[src/rtl/qk_core_sequencer.sv]
// qk_core_sequencer: generates the 17-bit Q.K core inst word for one run (Q/K write, K load, execute, drain).
module qk_core_sequencer #(
    parameter int total_cycle = 8,
    parameter int col         = 8,
    parameter int gap_k       = 2,
    parameter int gap_l       = 10,
    parameter int gap_e       = 10
) (
    input  logic        clk,
    input  logic        reset,
    input  logic        start,
    input  logic        reuse_k,
    input  logic        data_vld,
    output logic        data_req,
    output logic [16:0] inst,
    output logic        busy,
    output logic        done
);
    typedef enum logic [3:0] {IDLE, WR_Q, WR_K, GAP_K, LOAD, GAP_L, EXEC, GAP_E, DRAIN, DONE} state_t;
    localparam logic [4:0] L_Q   = 5'(total_cycle - 1);
    localparam logic [4:0] L_K   = 5'(col - 1);
    localparam logic [4:0] L_COL = 5'(col);
    localparam logic [4:0] L_LD  = 5'(col + 1);
    localparam logic [4:0] L_GK  = 5'(gap_k - 1);
    localparam logic [4:0] L_GL  = 5'(gap_l - 1);
    localparam logic [4:0] L_GE  = 5'(gap_e - 1);
    state_t     r_state, w_next;
    logic [4:0] r_cnt, w_cnt_next;
    logic       r_reuse, w_hold, w_krd;
    always_ff @(posedge clk) begin
        if (reset) begin
            r_state <= IDLE;
            r_cnt   <= '0;
            r_reuse <= 1'b0;
        end else begin
            r_state <= w_next;
            r_cnt   <= w_cnt_next;
            if (r_state == IDLE && start) r_reuse <= reuse_k;
        end
    end
    // cnt holds while idle or while a write state waits for data; it clears on any state change.
    always_comb begin
        w_next   = r_state;
        w_hold   = 1'b0;
        w_krd    = 1'b0;
        inst     = '0;
        data_req = 1'b0;
        done     = 1'b0;
        busy     = r_state != IDLE;
        case (r_state)
            IDLE: begin
                w_hold = 1'b1;
                if (start) w_next = WR_Q;
            end
            WR_Q: begin
                data_req      = 1'b1;
                w_hold        = !data_vld;
                inst[4]       = data_vld;
                inst[15:12]   = data_vld ? r_cnt[3:0] : 4'd0;
                if (data_vld && r_cnt == L_Q) w_next = r_reuse ? GAP_L : WR_K;
            end
            WR_K: begin
                data_req      = 1'b1;
                w_hold        = !data_vld;
                inst[2]       = data_vld;
                inst[15:12]   = data_vld ? r_cnt[3:0] : 4'd0;
                if (data_vld && r_cnt == L_K) w_next = GAP_K;
            end
            GAP_K: if (r_cnt == L_GK) w_next = LOAD;
            LOAD: begin
                w_krd       = r_cnt != 5'd0 && r_cnt <= L_COL;
                inst[6]     = 1'b1;
                inst[3]     = w_krd;
                inst[15:12] = w_krd ? 4'(r_cnt - 5'd1) : 4'd0;
                if (r_cnt == L_LD) w_next = GAP_L;
            end
            GAP_L: if (r_cnt == L_GL) w_next = EXEC;
            EXEC: begin
                inst[7]     = 1'b1;
                inst[5]     = 1'b1;
                inst[15:12] = r_cnt[3:0];
                if (r_cnt == L_Q) w_next = GAP_E;
            end
            GAP_E: if (r_cnt == L_GE) w_next = DRAIN;
            DRAIN: begin
                inst[16]   = 1'b1;
                inst[0]    = 1'b1;
                inst[11:8] = r_cnt[3:0];
                if (r_cnt == L_Q) w_next = DONE;
            end
            DONE: begin
                done   = 1'b1;
                w_next = IDLE;
            end
            default: w_next = IDLE;
        endcase
        w_cnt_next = (w_next != r_state) ? 5'd0 : w_hold ? r_cnt : r_cnt + 5'd1;
    end
endmodule
[config.mk]
export PLATFORM = sky130hd
export DESIGN_NAME = qk_core_sequencer
export DESIGN_NICKNAME = d
export VERILOG_FILES = /design/src/rtl/qk_core_sequencer.sv
export SDC_FILE = /design/constraint.sdc
export NUM_CORES = 1
export LEC_CHECK = 0
export ABC_CLOCK_PERIOD_IN_PS = 4200
export CAP_MARGIN = 10
export CORE_ASPECT_RATIO = 0.7
export CORE_UTILIZATION = 43
export CTS_CLUSTER_SIZE = 30
export DETAILED_ROUTE_END_ITERATION = 7
export PLACE_DENSITY = 0.82
export REMOVE_ABC_BUFFERS = 1
export SETUP_SLACK_MARGIN = 0.1
export SLEW_MARGIN = 20
export SYNTH_ARGS = -nofsm -noshare
export SYNTH_HDL_FRONTEND = slang
export SYNTH_SLANG_ARGS = --single-unit
[constraint.sdc]
create_clock -name clk -period 4.2 [get_ports clk]
set_input_delay 1.26 -clock clk [delete_from_list [all_inputs] [get_ports clk]]
set_output_delay 1.26 -clock clk [all_outputs]
set_load 0.01 [all_outputs]
==> impl_metrics.json, run 1 <==
{
  "dp_worst_setup_slack_ns": -0.0008804,
  "path_class": "in -> out",
  "path_cells": "clkdlybuf4s50_1 > buf_4 > nand2_1 > nor2_1 > clkdlybuf4s50_1",
  "clkTransAtPathRegs_ns": 0.07,
  "post-route-period-util": 0.9482,
  "synth.distinct_cells": 49,
  "hold_class": "reg -> reg",
  "ys_sh_simple": 0.3720,
  "crit_path_max_incr_delay_ns": 0.55,
  "die_area_um2": 2661,
  "async_flop_share": 0,
  "cts_resized": 4,
  "area_delta_synth_final_pct": 24.53,
  "crit_top_cell": "clkdlybuf4s50_1",
  "clock_latency_ns": 0.26,
  "avgSynthCellArea_um2": 7.940,
  "grt_pass1_vias": 910,
  "route.detailed.vias_per_inst": 5.741,
  "min_path_cells": 2,
  "hp-start": "r_reuse",
  "hold_viol_final": 0,
  "r2r_end": "r_cnt[2]",
  "synthCells": 133,
  "cp-end-kind": "primary output",
  "grt.overflow.total": 0,
  "synthAdderAreaFrac": 0.05806,
  "relSlewSlack": 0.4802,
  "cp_max_fo": 6,
  "clkCellAreaFrac": 0.02759,
  "comb_share": 0.5785,
  "p_int_w": 0.0001707,
  "rsz0062_at_grt": "false",
  "cts_max_path_buffers": 2,
  "nonClkBufAreaFrac": 0.1855,
  "yosysWarnings": 0,
  "comb_area_um2": 760.7,
  "status": "finished, final reports clean",
  "startpoint": "data_vld",
  "cts_tree": "yes",
  "wl_met2_mm": 1.145,
  "reg2regPathDepth": 6,
  "place_congestion": 0.8794,
  "cts-root-buf": "clkbuf_4"
}
run 1: registers in the layout, summed over array words and instances (netlist names):
name     flops
r_reuse      1
r_cnt        5
r_state      4
run 1: layer usage:
| layer | up-vias | track usage |
|---|---|---|
| li1 | 522 | - |
| met4 | 0 | 0.04091 |
| met2 | 49 | 0.3087 |
| met3 | 0 | 0.04478 |
| met5 | - | 0 |
| met1 | 491 | 0.3631 |
run 1: per-stage QoR:
step / hold WS (ns) / util / cells / total power, W
detailed placement: 0.5248 / 0.5726 / 181 / 0.0001475
CTS: 0.5389 / 0.5900 / 185 / 0.0002364
floorplan: 0.4769 / - / 124 / 0.0001301
finish: 0.5379 / 0.5911 / 185 / 0.0002342
global route: 0.5677 / 0.5911 / 185 / 0.0002457
global placement: 0.5010 / 0.5726 / 181 / 0.0001463
run 1: cells in the final DEF (no fill, tap or decap), types with 2 or more instances in the layout:
cell type	instances
dlygate4sd2_1	3
nor4_1	3
nand4_1	2
nor4_2	3
o211ai_1	2
nor2_1	9
nor2b_1	4
xnor2_1	5
nor3_1	7
mux2i_1	2
nand3_1	3
nand2_1	8
clkdlybuf4s50_1	19
o2111ai_1	2
o22ai_1	2
buf_4	2
a21oi_1	5
nor3b_1	2
o21ai_0	7
clkbuf_4	3
ha_1	4
a32oi_1	2
inv_1	8
dfxtp_1	10
nand2b_1	5
a31oi_1	4
nor4b_2	2
run 1: power by group through the flow:
stage                     sequential, W   clock, W  combinational, W
after floorplan                0.000103          0         0.0000275
after global placement         0.000104          0         0.0000425
after detailed placement       0.000104          0         0.0000435
after CTS                      0.000102  0.0000905         0.0000443
after global routing           0.000102  0.0000949         0.0000485
final                          0.000102  0.0000876         0.0000448
run 1: tightest hold or removal path, stage by stage (launching register included):
cell,delay [ns]
dfxtp_1,0.36
mux2i_1,0.08
nor2_1,0.07
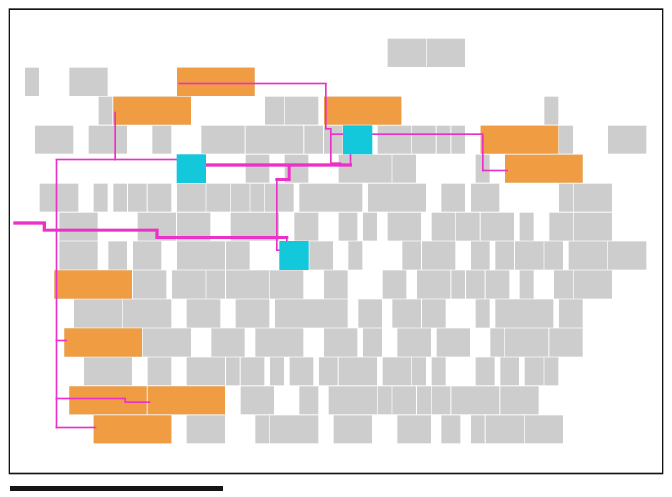
Run 1: clock network drawn from the DEF
Scale bar: 20 µm.
[flip-flops] orange | count: 10
[clock-net drivers] cyan | count: 3
[clock wires] magenta | length: 156 µm
routed clock nets: 4
clock power share: 0.374
P_clk: 0.0000876 W

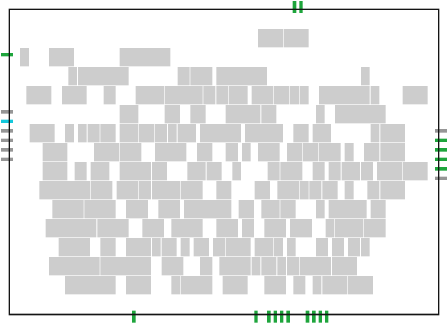
Run 1: ports around the boundary
Pins as bars across the die edge, other pins in gray.
[`reuse_k`] cyan | pins: 1 | direction: input | edge: left
[`inst`] green | pins: 17 | direction: output | edge: 10 bottom, 4 right, 2 top, 1 left
die y size: 43.46 µm
# port buffers: 23
chip width: 61.23 µm

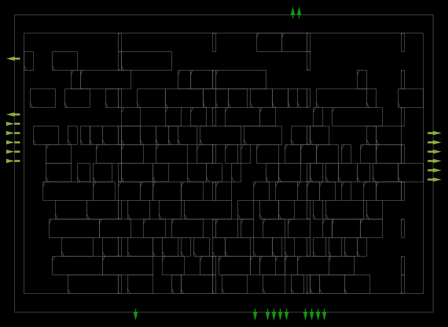
Run 1: placement view
Util after Layout: 0.5911
row count: 14
filler instances: 219
Core Box Area: 2225 µm²
tapcell count: 32

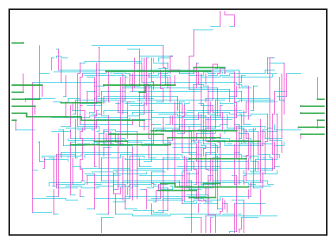
Run 1: metal layers overlaid
[M3] green | wire length: 236 µm
[M2] magenta | wire length: 1150 µm
[M1] cyan | wire length: 1360 µm
GRT Overall Usage: 0.2264
Vias: 1062
average wire per standard cell: 14.79 µm

Run 1, placement by cell class:
Fill, decap, tap and diode cells in gray.
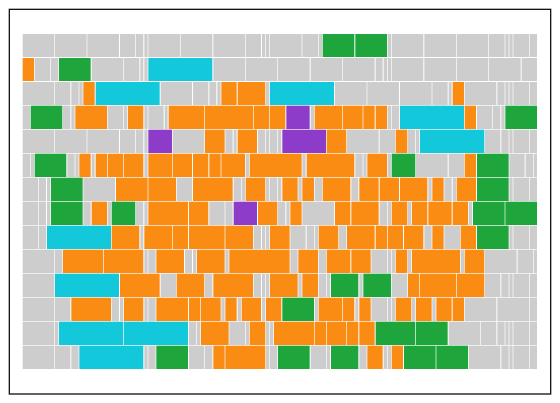

--- run 2 (diff from run 1) ---
--- a/config.mk
+++ b/config.mk
@@ -11,7 +11,8 @@
 export CORE_UTILIZATION = 43
 export CTS_CLUSTER_SIZE = 30
 export DETAILED_ROUTE_END_ITERATION = 7
-export PLACE_DENSITY = 0.82
+export DONT_BUFFER_PORTS = 1
+export PLACE_DENSITY = 0.69
 export REMOVE_ABC_BUFFERS = 1
 export SETUP_SLACK_MARGIN = 0.1
 export SLEW_MARGIN = 20
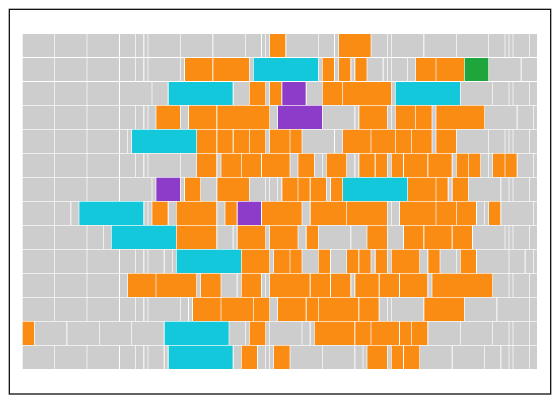
Run 2: placement by cell class
Fill, decap, tap and diode cells in gray.
[sequential cells] cyan | cells: 10 | share of their area: 19%
[clock drivers and dummy loads] purple | cells: 4 | share of their area: 3.5%
[remaining logic cells] orange | cells: 114 | share of their area: 76%
[remaining buffers and delay cells] green | cells: 1 | share of their area: 0.73%
Finished Cell Area: 1072 µm²
fraction of area in registers: 0.1867
Util after Layout: 0.4820

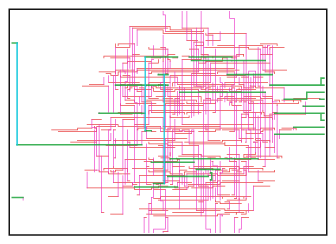
Run 2: metal layers overlaid
[M2] magenta | wire length: 1050 µm
[M1] red | wire length: 1210 µm
[M4] cyan | wire length: 55.1 µm
[M3] green | wire length: 206 µm
Total Wirelength: 2.520 mm
Vias: 972
GRT Overall Usage: 0.2109

==> run 2 against run 1 <==
Effect of this change:
- clock skew is 0.0029 ns higher
- fmax increased by 14%
- non-clock buffer count shrank 24
- largest cell class unchanged
- clock power up 2.4%
- critical path type is now reg -> out
- core utilization shrank 11 points
- die size is the same
- first-iteration DRC count decreased by 6.9%
- critical endpoint is now inst[13]
- setup slack better by 0.49 ns
==> impl_metrics.json, run 2 <==
{
  "path_cells": "nor4b_2 > nor2b_1 > nand2_1 > o22ai_1",
  "cts_max_path_buffers": 2,
  "wl_per_cell_um": 15.65,
  "comb_area_um2": 754.5,
  "power.total_w": 0.0002247,
  "crit_path_max_incr_delay_ns": 0.68,
  "nonClkBufAreaFrac": 0.007001,
  "cp_max_fo": 16,
  "cts-root-buf": "clkbuf_4",
  "cts_tree": "yes",
  "grt.busiest_layer": "met1",
  "clkCellAreaFrac": 0.03384,
  "final_cell_mix": "dfxtp_1, nor2_1, inv_1, nand2_1",
  "final_common_cell": "dfxtp_1",
  "grtUsageMet2": 0.2761,
  "status": "finished, final reports clean",
  "rsz0062_at_grt": "false",
  "relSlewSlack": 0.5615,
  "synthCells": 133,
  "core_um2": 2225,
  "r2r_end": "r_cnt[3]",
  "met3_usage": 0.04478,
  "path_class": "reg -> out",
  "comb_share": 0.7036,
  "grt_pass1_vias": 861,
  "wl_met2_mm": 1.046,
  "synth.distinct_cells": 49,
  "startpoint": "r_state[2]",
  "cts_resized": 0,
  "clkTransAtPathRegs_ns": 0.07,
  "largest-register": "r_cnt",
  "die_area_um2": 2661,
  "fillCellCount": 218,
  "top_regs": "r_cnt x5, r_state x4, r_reuse x1",
  "grt.overflow.total": 0,
  "num_tap_cells": 32,
  "hold_viol_final": 0,
  "yosysWarnings": 0
}
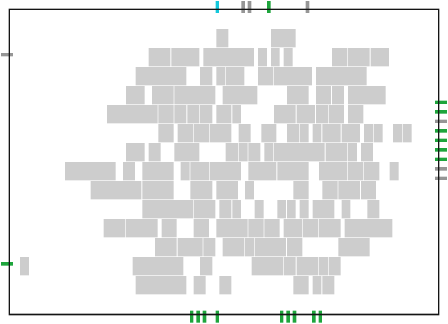
Run 2: ports around the boundary
Pins as bars across the die edge, other pins in gray.
[`reuse_k`] cyan | pins: 1 | direction: input | edge: top
[`inst`] green | pins: 17 | direction: output | edge: 9 bottom, 6 right, 1 left, 1 top
all pins by edge: 9 right, 9 bottom, 5 top, 2 left
# port buffers: 0

-- run 2: cell counts after synthesis --
Identical to the previous run, type by type.
-- run 2: worst max-delay path: cells and delay by family (launching register included) --
| kind | cells | cell delay, ns |
|---|---|---|
| AND-OR/OR-AND | 1 | 0.30 |
| flip-flops | 1 | 0.68 |
| AND/OR/NAND/NOR | 3 | 0.98 |
-- run 2: worst min-delay path by stage --
| stage | cells after the start | to | slack (ns) | from |
|---|---|---|---|---|
| 2_1_floorplan | 2 | r_reuse | 0.48 | r_reuse |
| 4_1_cts | 2 | r_reuse | 0.56 | r_reuse |
| 6_report | 2 | r_reuse | 0.56 | r_reuse |
| 3_3_place_gp | 2 | r_reuse | 0.52 | r_reuse |
| 5_1_grt | 2 | r_reuse | 0.57 | r_reuse |
| 3_5_place_dp | 2 | r_reuse | 0.55 | r_reuse |
-- run 2: per-stage QoR --
stage	setup WS, ns	cell area, µm²	std cells	hold WS, ns
4_1_cts	0.7575	1072	161	0.5648
5_1_grt	0.5749	1072	161	0.5670
6_report	0.7093	1072	161	0.5572
3_3_place_gp	0.9772	1036	157	0.5172
3_5_place_dp	0.9794	1036	157	0.5486
2_1_floorplan	1.063	988.4	124	0.4769
-- run 2: cell families (layout without fill, tap and decap cells) --
family	count (synthesis)	in the layout
other cells	1	1
fa+ha+maj	5	5
flops	10	10
buf+inv	18	14
simple gates	59	59
mux	2	2
compound gates	32	32
xor+xnor	6	6
-- run 2: where the power goes --
| group | switching (W) | internal, W | total, W |
|---|---|---|---|
| registers | 0.00000527 | 0.0000968 | 0.000102 |
| logic | 0.0000195 | 0.0000135 | 0.0000330 |
| clock network | 0.0000370 | 0.0000527 | 0.0000897 |
| total | 0.0000617 | 0.000163 | 0.000225 |
Run 2, clock network drawn from the DEF:
Scale bar: 20 µm.
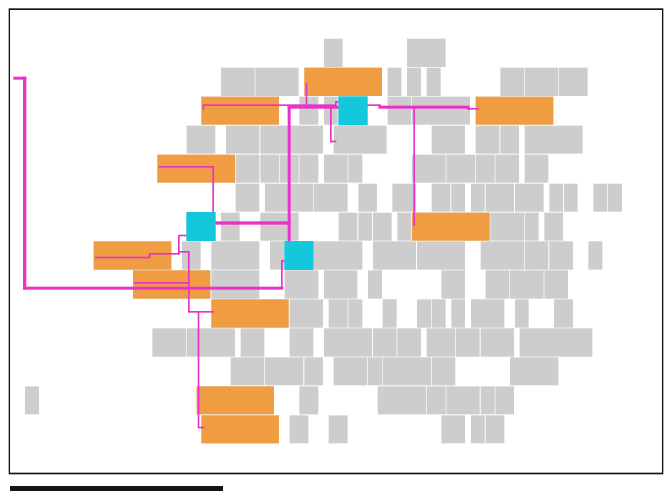

--- run 3 (diff from run 2) ---
--- a/config.mk
+++ b/config.mk
@@ -5,7 +5,7 @@
 export SDC_FILE = /design/constraint.sdc
 export NUM_CORES = 1
 export LEC_CHECK = 0
-export ABC_CLOCK_PERIOD_IN_PS = 4200
+export ABC_CLOCK_PERIOD_IN_PS = 3400
 export CAP_MARGIN = 10
 export CORE_ASPECT_RATIO = 0.7
 export CORE_UTILIZATION = 43
==> constraint.sdc (replaced) <==
create_clock -name clk -period 3.4 [get_ports clk]
set_input_delay 1.02 -clock clk [delete_from_list [all_inputs] [get_ports clk]]
set_output_delay 1.02 -clock clk [all_outputs]
set_load 0.01 [all_outputs]
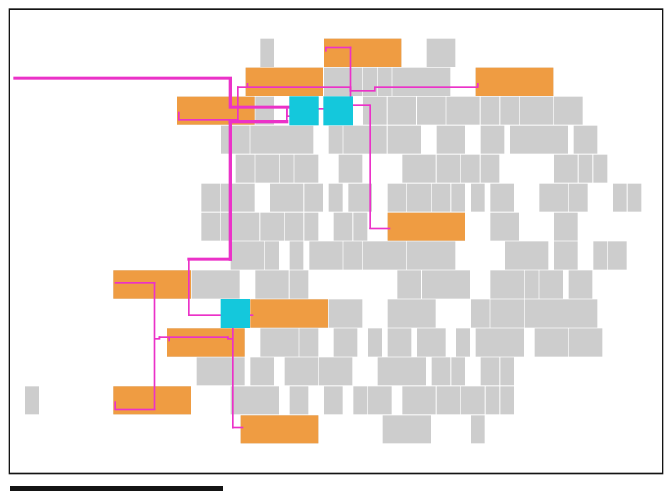
Run 3: clock network drawn from the DEF
Scale bar: 20 µm.
worst-case clock skew: 0.007852 ns
clock power share: 0.329

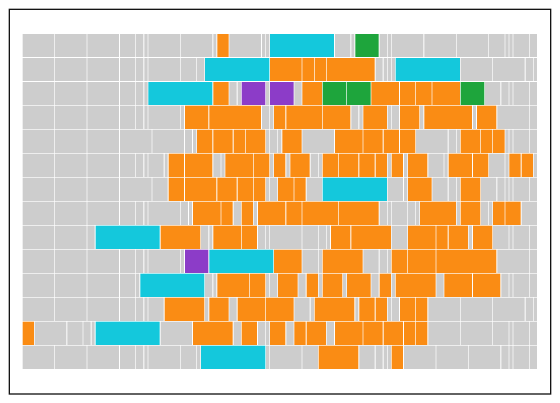
Run 3: placement by cell class
Fill, decap, tap and diode cells in gray.
Finished Cell Area: 1081 µm²
Util after Layout: 0.4859

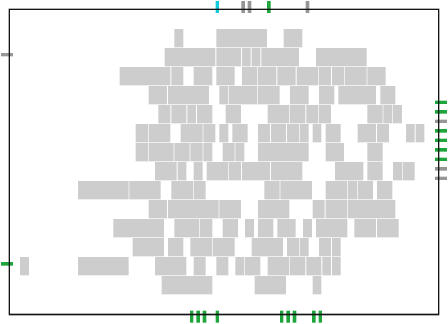
Run 3: ports around the boundary
Pins as bars across the die edge, other pins in gray.
[`inst`] green | pins: 17 | direction: output | edge: 9 bottom, 6 right, 1 left, 1 top
[`reuse_k`] cyan | pins: 1 | direction: input | edge: top
all pins by edge: 9 right, 9 bottom, 5 top, 2 left

==> run 3 against run 2 <==
Effect of this change:
- hold slack better by 0.0032 ns
- global-route usage about the same
- die size is the same
- setup slack got worse by 0.32 ns
- routed wire length up 0.67%
- cell count is 1.2% higher
- synthesized cell count stayed put
- sequential share of layout area shrank 0.15 points
- sequential cell count unchanged
- largest cell class unchanged
- highest routed layer unchanged
==> impl_metrics.json, run 3 <==
{
  "switchingPower_w": 0.00007035,
  "cts_tree": "yes",
  "status": "finished, final reports clean",
  "cp_max_fo": 16,
  "num_vias": 992,
  "largest-register": "r_cnt",
  "drt_wl_total_mm": 2.537,
  "comb_cell_power_w": 0.0000405,
  "h-tree-depth": 1,
  "p_int_w": 0.0001773,
  "synth.distinct_cells": 49,
  "hold_class": "reg -> reg",
  "rsz0062_at_grt": "false",
  "relSlewSlack": 0.5493,
  "track_usage": 0.2114,
  "die_w_um": 61.23,
  "final_cell_mix": "dfxtp_1, nor2_1, inv_1, nand2_1",
  "grt_pass1_vias": 894,
  "hold_viol_final": 0,
  "cts_max_path_buffers": 2,
  "maxPowerGroup": "registers",
  "pwr-share-comb": 0.163,
  "hp-start": "r_reuse",
  "startpoint": "r_state[0]",
  "synth_top_area_share": 0.1896,
  "power.density_nw_per_um2": 229.1,
  "core_um2": 2225,
  "die_area_um2": 2661,
  "path_class": "reg -> out",
  "cts-root-buf": "clkbuf_4",
  "r2r_end": "r_cnt[3]",
  "grt.overflow.total": 0,
  "cts_resized": 0,
  "synth.most_common_cell": "dfxtp_1",
  "crit_required_ns": 2.38,
  "fp_util": 0.4747,
  "clkTransAtPathRegs_ns": 0.07,
  "p_clk_w": 0.0000815,
  "power_frac_seq": 0.508,
  "p_seq_w": 0.000126,
  "final_common_cell": "dfxtp_1",
  "synthCells": 133,
  "yosysWarnings": 0,
  "wl_per_cell_um": 15.56,
  "port_buffers": 0,
  "sw_frac_of_total": 0.2841
}
## run 3: cell counts after synthesis
No cell type changed its count.
## run 3: worst max-delay path, cell delays in order, from the launching register on
cell and delay (ns):
dfxtp_1 0.46, nor4b_2 0.54, nor2b_1 0.28, nand2_1 0.15
o22ai_1 0.29
## run 3: kinds of logic after synthesis
logic type,share of synthesized area
compound gates,0.2121
flops,0.1896
buf+inv,0.09596
simple gates,0.3720
other cells,0.003551
fa+ha+maj,0.05806
xor+xnor,0.04976
mux,0.01896
## run 3: worst min path at each step
stage                     endpoint  cells after the start
after detailed placement   r_reuse                      2
after floorplan            r_reuse                      2
after CTS                  r_reuse                      2
final                      r_reuse                      2
after global placement     r_reuse                      2
after global routing       r_reuse                      2
## run 3: area by class of cell
type / instances / area (µm²)
fill: 229 / 1144
inverter: 9 / 33.78
sequential: 10 / 200.2
clock buffer: 3 / 22.52
tap: 32 / 40.04
multi-input combinational: 105 / 754.5
timing repair buffer: 4 / 30.03
## run 3: per-layer routing
layer / routed length (µm) / vias to the layer above / share of wire / global-route usage
met4: 53 / 0 / 0.021 / 0.08182
met1: 1088 / 454 / 0.43 / 0.3078
met5: 0 / - / 0 / 0
li1: - / 489 / - / -
met2: 1111 / 43 / 0.44 / 0.2935
met3: 284 / 6 / 0.11 / 0.05672
## run 3: through the flow
step / hold WS [ns] / instance area [µm²] / setup WS, ns / total power (W) / cells
after global routing: 0.5778 / 1081 / 0.2007 / 0.0002646 / 163
final: 0.5605 / 1081 / 0.3920 / 0.0002476 / 163
after CTS: 0.5612 / 1081 / 0.3808 / 0.0002488 / 163
after floorplan: 0.4769 / 988.4 / 0.7426 / 0.0001607 / 124
after detailed placement: 0.5464 / 1059 / 0.6692 / 0.0001682 / 160
after global placement: 0.5303 / 1059 / 0.6773 / 0.0001674 / 160
Power is estimated from default activity; no workload was simulated.
